**src/rtl/core_exu_wb_arb.sv**
```systemverilog
// Writeback arbiter: shares the regfile write port among EXU sub-units, round-robin by default.
// Define CORE_WB_FIXED_PRIO_EN for fixed priority (lowest index wins, no rotating pointer).
module core_exu_wb_arb #(
    parameter int unsigned NUM_REQ = 4,
    parameter int unsigned DATA_W  = 32,
    parameter int unsigned CNT_W   = 32
) (
    input  logic                       clk,
    input  logic                       rst_n,
    input  logic [NUM_REQ-1:0]         req_valid,
    input  logic [5*NUM_REQ-1:0]       req_rd,
    input  logic [DATA_W*NUM_REQ-1:0]  req_data,
    output logic [NUM_REQ-1:0]         req_ready,
    input  logic                       wb_stall,
    input  logic                       flush,
    output logic                       wb_en,
    output logic [4:0]                 wb_rd,
    output logic [DATA_W-1:0]          wb_data,
    output logic [CNT_W-1:0]           contention_cnt,
    input  logic                       cnt_clr
);

    localparam int unsigned IDX_W = $clog2(NUM_REQ);

    logic              grant_en;
    logic              gnt_any;
    logic [IDX_W-1:0]  gnt_idx;
    logic [IDX_W-1:0]  cand;
    logic [4:0]        sel_rd;
    logic [DATA_W-1:0] sel_data;
    int unsigned       valid_cnt;
    logic              multi_valid;

    assign grant_en = rst_n & ~flush & ~wb_stall;

`ifdef CORE_WB_FIXED_PRIO_EN
    always_comb begin
        req_ready = '0;
        gnt_idx   = '0;
        gnt_any   = 1'b0;
        cand      = '0;
        if (grant_en) begin
            for (int unsigned k = 0; k < NUM_REQ; k++) begin
                cand = IDX_W'(k);
                if (!gnt_any && req_valid[cand]) begin
                    gnt_any         = 1'b1;
                    gnt_idx         = cand;
                    req_ready[cand] = 1'b1;
                end
            end
        end
    end
`else
    logic [IDX_W-1:0] rr_ptr_q, rr_ptr_d;
    int unsigned      pos;

    // Search starts at rr_ptr and wraps, so the most recent winner goes last.
    always_comb begin
        req_ready = '0;
        gnt_idx   = '0;
        gnt_any   = 1'b0;
        cand      = '0;
        pos       = 0;
        if (grant_en) begin
            for (int unsigned k = 0; k < NUM_REQ; k++) begin
                pos = 32'(rr_ptr_q) + k;
                if (pos >= NUM_REQ) begin
                    pos = pos - NUM_REQ;
                end
                cand = IDX_W'(pos);
                if (!gnt_any && req_valid[cand]) begin
                    gnt_any         = 1'b1;
                    gnt_idx         = cand;
                    req_ready[cand] = 1'b1;
                end
            end
        end
    end

    always_comb begin
        rr_ptr_d = rr_ptr_q;
        if (gnt_any) begin
            rr_ptr_d = (gnt_idx == IDX_W'(NUM_REQ - 1)) ? '0 : gnt_idx + 1'b1;
        end
    end

    always_ff @(posedge clk or negedge rst_n) begin
        if (!rst_n) begin
            rr_ptr_q <= '0;
        end else begin
            rr_ptr_q <= rr_ptr_d;
        end
    end
`endif

    // One-hot grant makes an AND-OR mux sufficient.
    always_comb begin
        sel_rd    = '0;
        sel_data  = '0;
        valid_cnt = 0;
        for (int unsigned k = 0; k < NUM_REQ; k++) begin
            sel_rd   = sel_rd | (req_rd[5*k +: 5] & {5{req_ready[k]}});
            sel_data = sel_data | (req_data[DATA_W*k +: DATA_W] & {DATA_W{req_ready[k]}});
            if (req_valid[k]) begin
                valid_cnt = valid_cnt + 1;
            end
        end
    end

    assign multi_valid = (valid_cnt >= 2);

    always_ff @(posedge clk or negedge rst_n) begin
        if (!rst_n) begin
            wb_en   <= 1'b0;
            wb_rd   <= '0;
            wb_data <= '0;
        end else if (flush) begin
            wb_en <= 1'b0;
        end else if (!wb_stall) begin
            if (gnt_any) begin
                wb_en   <= (sel_rd != 5'd0);
                wb_rd   <= sel_rd;
                wb_data <= sel_data;
            end else begin
                wb_en <= 1'b0;
            end
        end
    end

    always_ff @(posedge clk or negedge rst_n) begin
        if (!rst_n) begin
            contention_cnt <= '0;
        end else if (cnt_clr) begin
            contention_cnt <= '0;
        end else if (multi_valid && (contention_cnt != {CNT_W{1'b1}})) begin
            contention_cnt <= contention_cnt + 1'b1;
        end
    end

endmodule
```
**config.mk**
```make
export PLATFORM = sky130hd
export DESIGN_NAME = core_exu_wb_arb
export DESIGN_NICKNAME = d
export VERILOG_FILES = /design/src/rtl/core_exu_wb_arb.sv
export SDC_FILE = /design/constraint.sdc
export NUM_CORES = 1
export LEC_CHECK = 0
export CAP_MARGIN = 15
export CORE_ASPECT_RATIO = 0.5
export CORE_MARGIN = 5
export CORE_UTILIZATION = 40
export CTS_CLUSTER_DIAMETER = 100
export DETAILED_ROUTE_END_ITERATION = 16
export GPL_ROUTABILITY_DRIVEN = 0
export GPL_TIMING_DRIVEN = 0
export PLACE_DENSITY = 0.81
export SYNTH_ARGS = -nofsm -noshare
export SYNTH_HDL_FRONTEND = slang
export SYNTH_SLANG_ARGS = --single-unit
```
**constraint.sdc**
```tcl
create_clock -name clk -period 4.3 [get_ports clk]
set_input_delay 0.43 -clock clk [delete_from_list [all_inputs] [get_ports clk]]
set_output_delay 0.43 -clock clk [all_outputs]
set_load 0.05 [all_outputs]
```
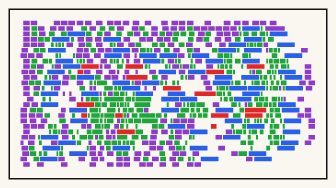
run_1/class_map.png
(2 px per um)
clock drivers and dummy loads -> red  # cells 16, share of their area 5.0%
remaining buffers and delay cells -> purple  # cells 267, share of their area 35%
sequential cells -> blue  # cells 72, share of their area 25%
remaining logic cells -> green  # cells 359, share of their area 34%

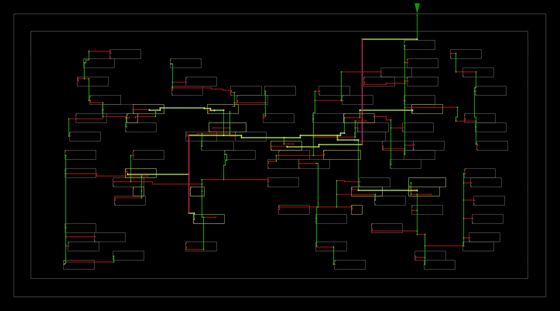
run_1/clock_nets.png
CTS sink cnt: 72
# clk buffers: 9
clk_lat worst skew: 0.34 ns
Clock group: 897 uW
clock skew: 0.00529 ns

==> results.toml, run 1 <==
# yosys + openroad results
[synthesis]
ys_async_sr_fraction_pct = 100
syn_nets = 630
yosys-stat-cells = 462
yosys_warnings = 0
ys.flops = 72
synth_cells = 462
avgSynthCellArea_um2 = 9.49

[power]
p_per_area_mw_per_mm2 = 571
max-vdd-ir-drop_mv = 0.272

[sta]
relSlewSlack_pct = 35.9
setup_ws_ns = 0.162
finalCritPeriodShare_pct = 96.2
drv_slew = 0
finalSetupViolCount = 0

[floorplan]
ios = 231

[placement]
dp_cells = 838
pre_cts_slack_ns = -0.483
hpwlAfterDp_um = 12100

[grt]
track_usage_pct = 23.3
antenna_found_initial = 0

[setup_path]
crit_path_end_kind = "output port"
cp_cell_sequence = "buf_4, inv_1, ha_2, mux4_2, buf_2, or3b_1, a221oi_2, a21o_1, clkbuf_4, buf_4, buf_4"
required_ns = 3.87

[run_status]
status = "finished clean"

[drt]
routed-wl-met2_um = 8030
totalWireLength_um = 15700

[clock_tree]
ctsHtreeMaxLevel = 3
clock_path_buffers = 2

[finish]
fin_cells = 859
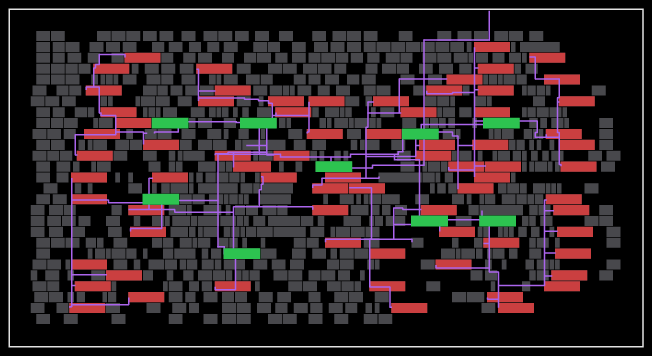
run_1/clock_wires.png
(4 px per um)
flip-flops -> red  # count 72
clock-net drivers -> green  # count 9
clock wires -> purple  # length 1,060 um
routed clock nets = 10

## run 1: final timing paths
check                      cells past startpoint                 end   startpoint  slack [ns]
setup / recovery                              11        req_ready[0]  rr_ptr_q[0]        0.16
hold / removal                                 2          wb_data[3]   wb_data[3]        0.49
setup reg to reg                              11         wb_data[19]  rr_ptr_q[0]        0.51
hold reg to reg                                2          wb_data[3]   wb_data[3]        0.49
max in group asynchronous                      3         rr_ptr_q[0]        rst_n        3.22
min in group asynchronous                      2  contention_cnt[14]        rst_n        0.50
## run 1: tightest hold or removal path: stages (launching register included)
cell	delay, ns
dfrtp_1	0.34
nand2_1	0.05
o21ai_1	0.06
## run 1: kinds of logic after synthesis
kind of cell / after synthesis / synth area share (%)
muxes: 10 / 3.48
and+or+nand+nor: 150 / 16.6
DFF: 72 / 41.1
AOI/OAI and AO/OA: 142 / 24.4
adders and majority gates: 11 / 3.14
buffers and inverters: 44 / 4.62
xor gates and xnor gates: 33 / 6.59
## run 1: layout make-up
type                    instances  area [um^2]
repair buffers                236         2350
flip-flops and latches         72         1800
plain buffers                  31          163
multi-input cells             346         2410
clock inverters                 7          128
well taps                     145          181
inverters                      13         48.8
fillers                       883         3540
clock buffers                   9          225
## run 1: registers in the layout, summed over array words and instances, names as in the netlist
register and count:
wb_en 1, wb_rd 5, wb_data 32, rr_ptr_q 2, contention_cnt 32
## run 1: synth_stat cells (4+ instances only)
| cell | n | share of area [%] |
|---|---|---|
| a22o_1 | 35 | 7.0 |
| ha_1 | 11 | 3.1 |
| o21ai_1 | 33 | 3.8 |
| dfrtp_1 | 72 | 41 |
| buf_2 | 12 | 1.4 |
| a221oi_1 | 34 | 6.8 |
| nor2_1 | 36 | 3.1 |
| a21oi_1 | 8 | 0.91 |
| and4_1 | 6 | 1.2 |
| mux4_2 | 4 | 2.1 |
| buf_4 | 4 | 0.68 |
| a222oi_1 | 4 | 0.91 |
| nand4_1 | 10 | 1.4 |
| xnor2_1 | 5 | 1.0 |
| a22oi_1 | 5 | 0.86 |
| nand3_1 | 17 | 1.9 |
| inv_1 | 13 | 1.1 |
| and2_1 | 4 | 0.57 |
| nand2_1 | 54 | 4.6 |
| mux2i_1 | 4 | 0.91 |
| xor2_1 | 28 | 5.6 |
| and3_1 | 9 | 1.3 |
| clkbuf_1 | 14 | 1.2 |
| o21ai_0 | 4 | 0.46 |
## run 1: cell usage in the layout (no fill, tap or decap), types with 10 or more instances in the layout
master / Yosys / final
a221oi_1: 34 / 32
a22o_1: 35 / 35
buf_2: 12 / 11
buf_4: 4 / 12
clkbuf_1: 14 / 13
clkdlybuf4s50_1: 0 / 224
dfrtp_1: 72 / 71
ha_1: 11 / 10
inv_1: 13 / 13
nand2_1: 54 / 54
nand3_1: 17 / 17
nand4_1: 10 / 10
nor2_1: 36 / 36
o21ai_1: 33 / 33
xor2_1: 28 / 28
## run 1: where the power goes
part	internal (uW)	switching (uW)	total (uW)
clock network	575	322	897
registers	872	123	995
logic	893	1380	2280
## run 1: timing repair
item                                   CTS  global route
pin swaps                                0             1
buffers inserted                         0             3
hold buffers                             1             0
gates resized                           19             8
endpoints found under the hold margin   13             0
setup endpoints to repair                4             4
run_1/m3.png
(3 px per um)
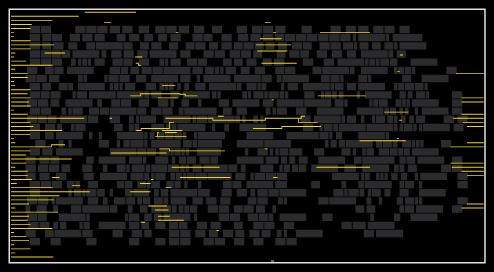

## Run 2: what changed since run 1
--- a/config.mk
+++ b/config.mk
@@ -6,7 +6,7 @@
 export NUM_CORES = 1
 export LEC_CHECK = 0
 export CAP_MARGIN = 15
-export CORE_ASPECT_RATIO = 0.5
+export CORE_ASPECT_RATIO = 0.7
 export CORE_MARGIN = 5
 export CORE_UTILIZATION = 40
 export CTS_CLUSTER_DIAMETER = 100
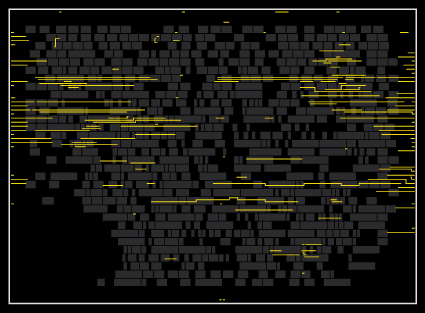
run_2/m3.png
(3 px per um)
longest straight run = 41.6 um
wire length on this layer = 1,310 um

==> run 2 against run 1 <==
Compared with the run above: fmax shrank 0.59%; global-route usage rose by 2.7 points; worst setup slack worse by 0.024 ns; register-to-register slack gained 0.08 ns; sequential power about the same; design area fell by 0.99%; combinational power about the same; sequential share of layout area rose by 0.25 points; non-clock buffer count fell by 3; clock power decreased by 8.0%; critical path type unchanged; critical endpoint unchanged; largest power group unchanged; highest routed layer unchanged.
==> results.toml, run 2 <==
# yosys + openroad results
[sta]
relSlewSlack_pct = 27.0
fmax_ghz = 0.240
skew_ns = 0.0109
finalSetupViolCount = 0
drv_slew = 0
finalCriticalPeriod_ns = 4.16

[finish]
fill_cells = 841
fin_cells = 864
layout_top_cell = "clkdlybuf4s50_1"
layout_top_cells = "clkdlybuf4s50_1, dfrtp_1, nand2_1"
reg_top3 = "contention_cnt x32, wb_data x32, wb_rd x5"

[power]
p_per_area_mw_per_mm2 = 572
max-vdd-ir-drop_mv = 0.605

[run_status]
status = "finished clean"

[setup_path]
crit_path_start = "rr_ptr_q[0]"
crit_path_end_kind = "output port"
r2r_start = "rr_ptr_q[0]"
required_ns = 3.87
r2r.worst_path.cells = 10
crit_end = "req_ready[0]"
reg2reg_to = "wb_data[18]"
r2r_slack_ns = 0.59

[clock_tree]
clock_path_buffers = 2
ctsHtreeMaxLevel = 3
clkSinkCount = 72
hold_buffers = 0

[synthesis]
top_cells_by_count = "dfrtp_1, nand2_1, nor2_1"
edf_count = 0
ys.flops = 72
yosysMostFrequentCell = "dfrtp_1"
ys_async_sr_fraction_pct = 100
synth_cells = 462
syn_nets = 630
yosys_warnings = 0
yosysTopAreaCell = "dfrtp_1"
yosys-stat-cells = 462
avgSynthCellArea_um2 = 9.49
top_area_share_pct = 41.1
synth.area.top_cells = "dfrtp_1, a22o_1, a221oi_1"

[floorplan]
die_area_mm2 = 0.0132
ios = 231

[grt]
grtUsageMet2_pct = 43.3
track_usage_pct = 26.0
antenna_found_initial = 0

[drt]
totalWireLength_um = 17500
final_antenna_net_count = 0

[min_path]
hp-class = "in -> async"

[placement]
dp_cells = 845
hpwlAfterDp_um = 13900
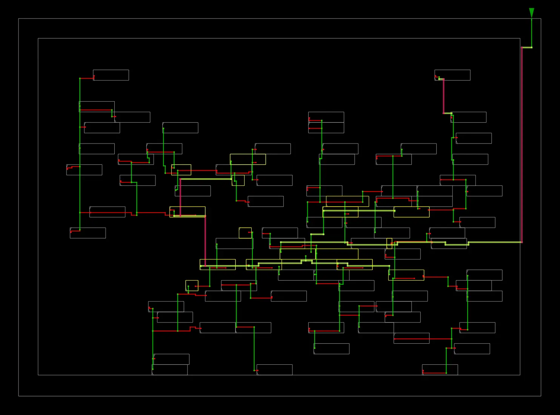
run_2/clock_nets.png
total CTS buffers: 9
# clk buffers: 11
clk_lat worst skew: 0.33 ns

-- run 2: netlist changes by cell type in the layout (fill, tap and decap cells not counted), sizes merged --
| cell | delta |
|---|---|
| bufinv | -1 |
| clkinv | -1 |
| dlygate4sd3 | -1 |
-- run 2: cell type report --
class | count | area, um^2 | area share (%)
Inverter | 13 | 48.8 | 0.675
Buffer | 31 | 159 | 2.20
Multi-Input combinational cell | 346 | 2390 | 33.1
Clock buffer | 11 | 243 | 3.36
Sequential cell | 72 | 1800 | 24.9
Clock inverter | 5 | 86.3 | 1.19
Timing Repair Buffer | 233 | 2310 | 31.9
Tap cell | 153 | 191 | 2.65
-- run 2: worst min-delay path by stage --
stage	to	slack (ns)	cells after the start
after detailed placement	wb_data[0]	0.47	2
after floorplan	contention_cnt[0]	0.13	0
after global routing	contention_cnt[5]	0.32	1
final	contention_cnt[5]	0.24	1
after CTS	wb_rd[3]	0.29	1
after global placement	wb_data[27]	0.47	2
-- run 2: worst max-delay path, stage by stage, from the launching register on --
cell and delay (ns):
dfrtp_2 0.42, buf_4 0.20, inv_1 0.12, ha_2 0.40, mux4_2 0.52, buf_2 0.20
or3b_1 0.37, a221oi_1 0.35, a21o_1 0.13, buf_2 0.22, buf_4 0.23, buf_4 0.22
-- run 2: stage by stage --
stage	instance area (um^2)	util (%)	hold slack, ns	setup slack [ns]	total power (uW)
global placement	6870	63.3	0.471	-2.04	3210
finish	7230	66.6	0.240	0.138	4140
global route	7230	66.6	0.321	0.00244	4330
CTS	7210	66.4	0.287	0.0653	4110
detailed placement	6870	63.3	0.475	-0.440	3260
floorplan	4380	-	0.134	0.713	2420
-- run 2: what timing repair did --
item | CTS | global route
gates resized | 22 | 1
gates cloned | 0 | 0
buffers inserted | 0 | 3
endpoints found under the setup margin | 4 | 3
-- run 2: metal layers --
metal	share of wire [%]	wire length, um
met1	41	7130
met2	50	8670
met3	7.5	1310
met4	2.3	403
met5	0	0
-- run 2: cell families after synthesis --
kind of cell               after synthesis  share of synthesized area (%)
muxes                                   10                           3.48
AOI/OAI and AO/OA                      142                           24.4
DFF                                     72                           41.1
adders and majority gates               11                           3.14
buffers and inverters                   44                           4.62
xor gates and xnor gates                33                           6.59
and+or+nand+nor                        150                           16.6
-- run 2: power by group --
group / switching, uW / internal [uW] / total, uW
logic: 1420 / 878 / 2300
clock network: 295 / 529 / 825
registers: 143 / 873 / 1020
total: 1860 / 2280 / 4140
Power and IR drop assume default switching activity.
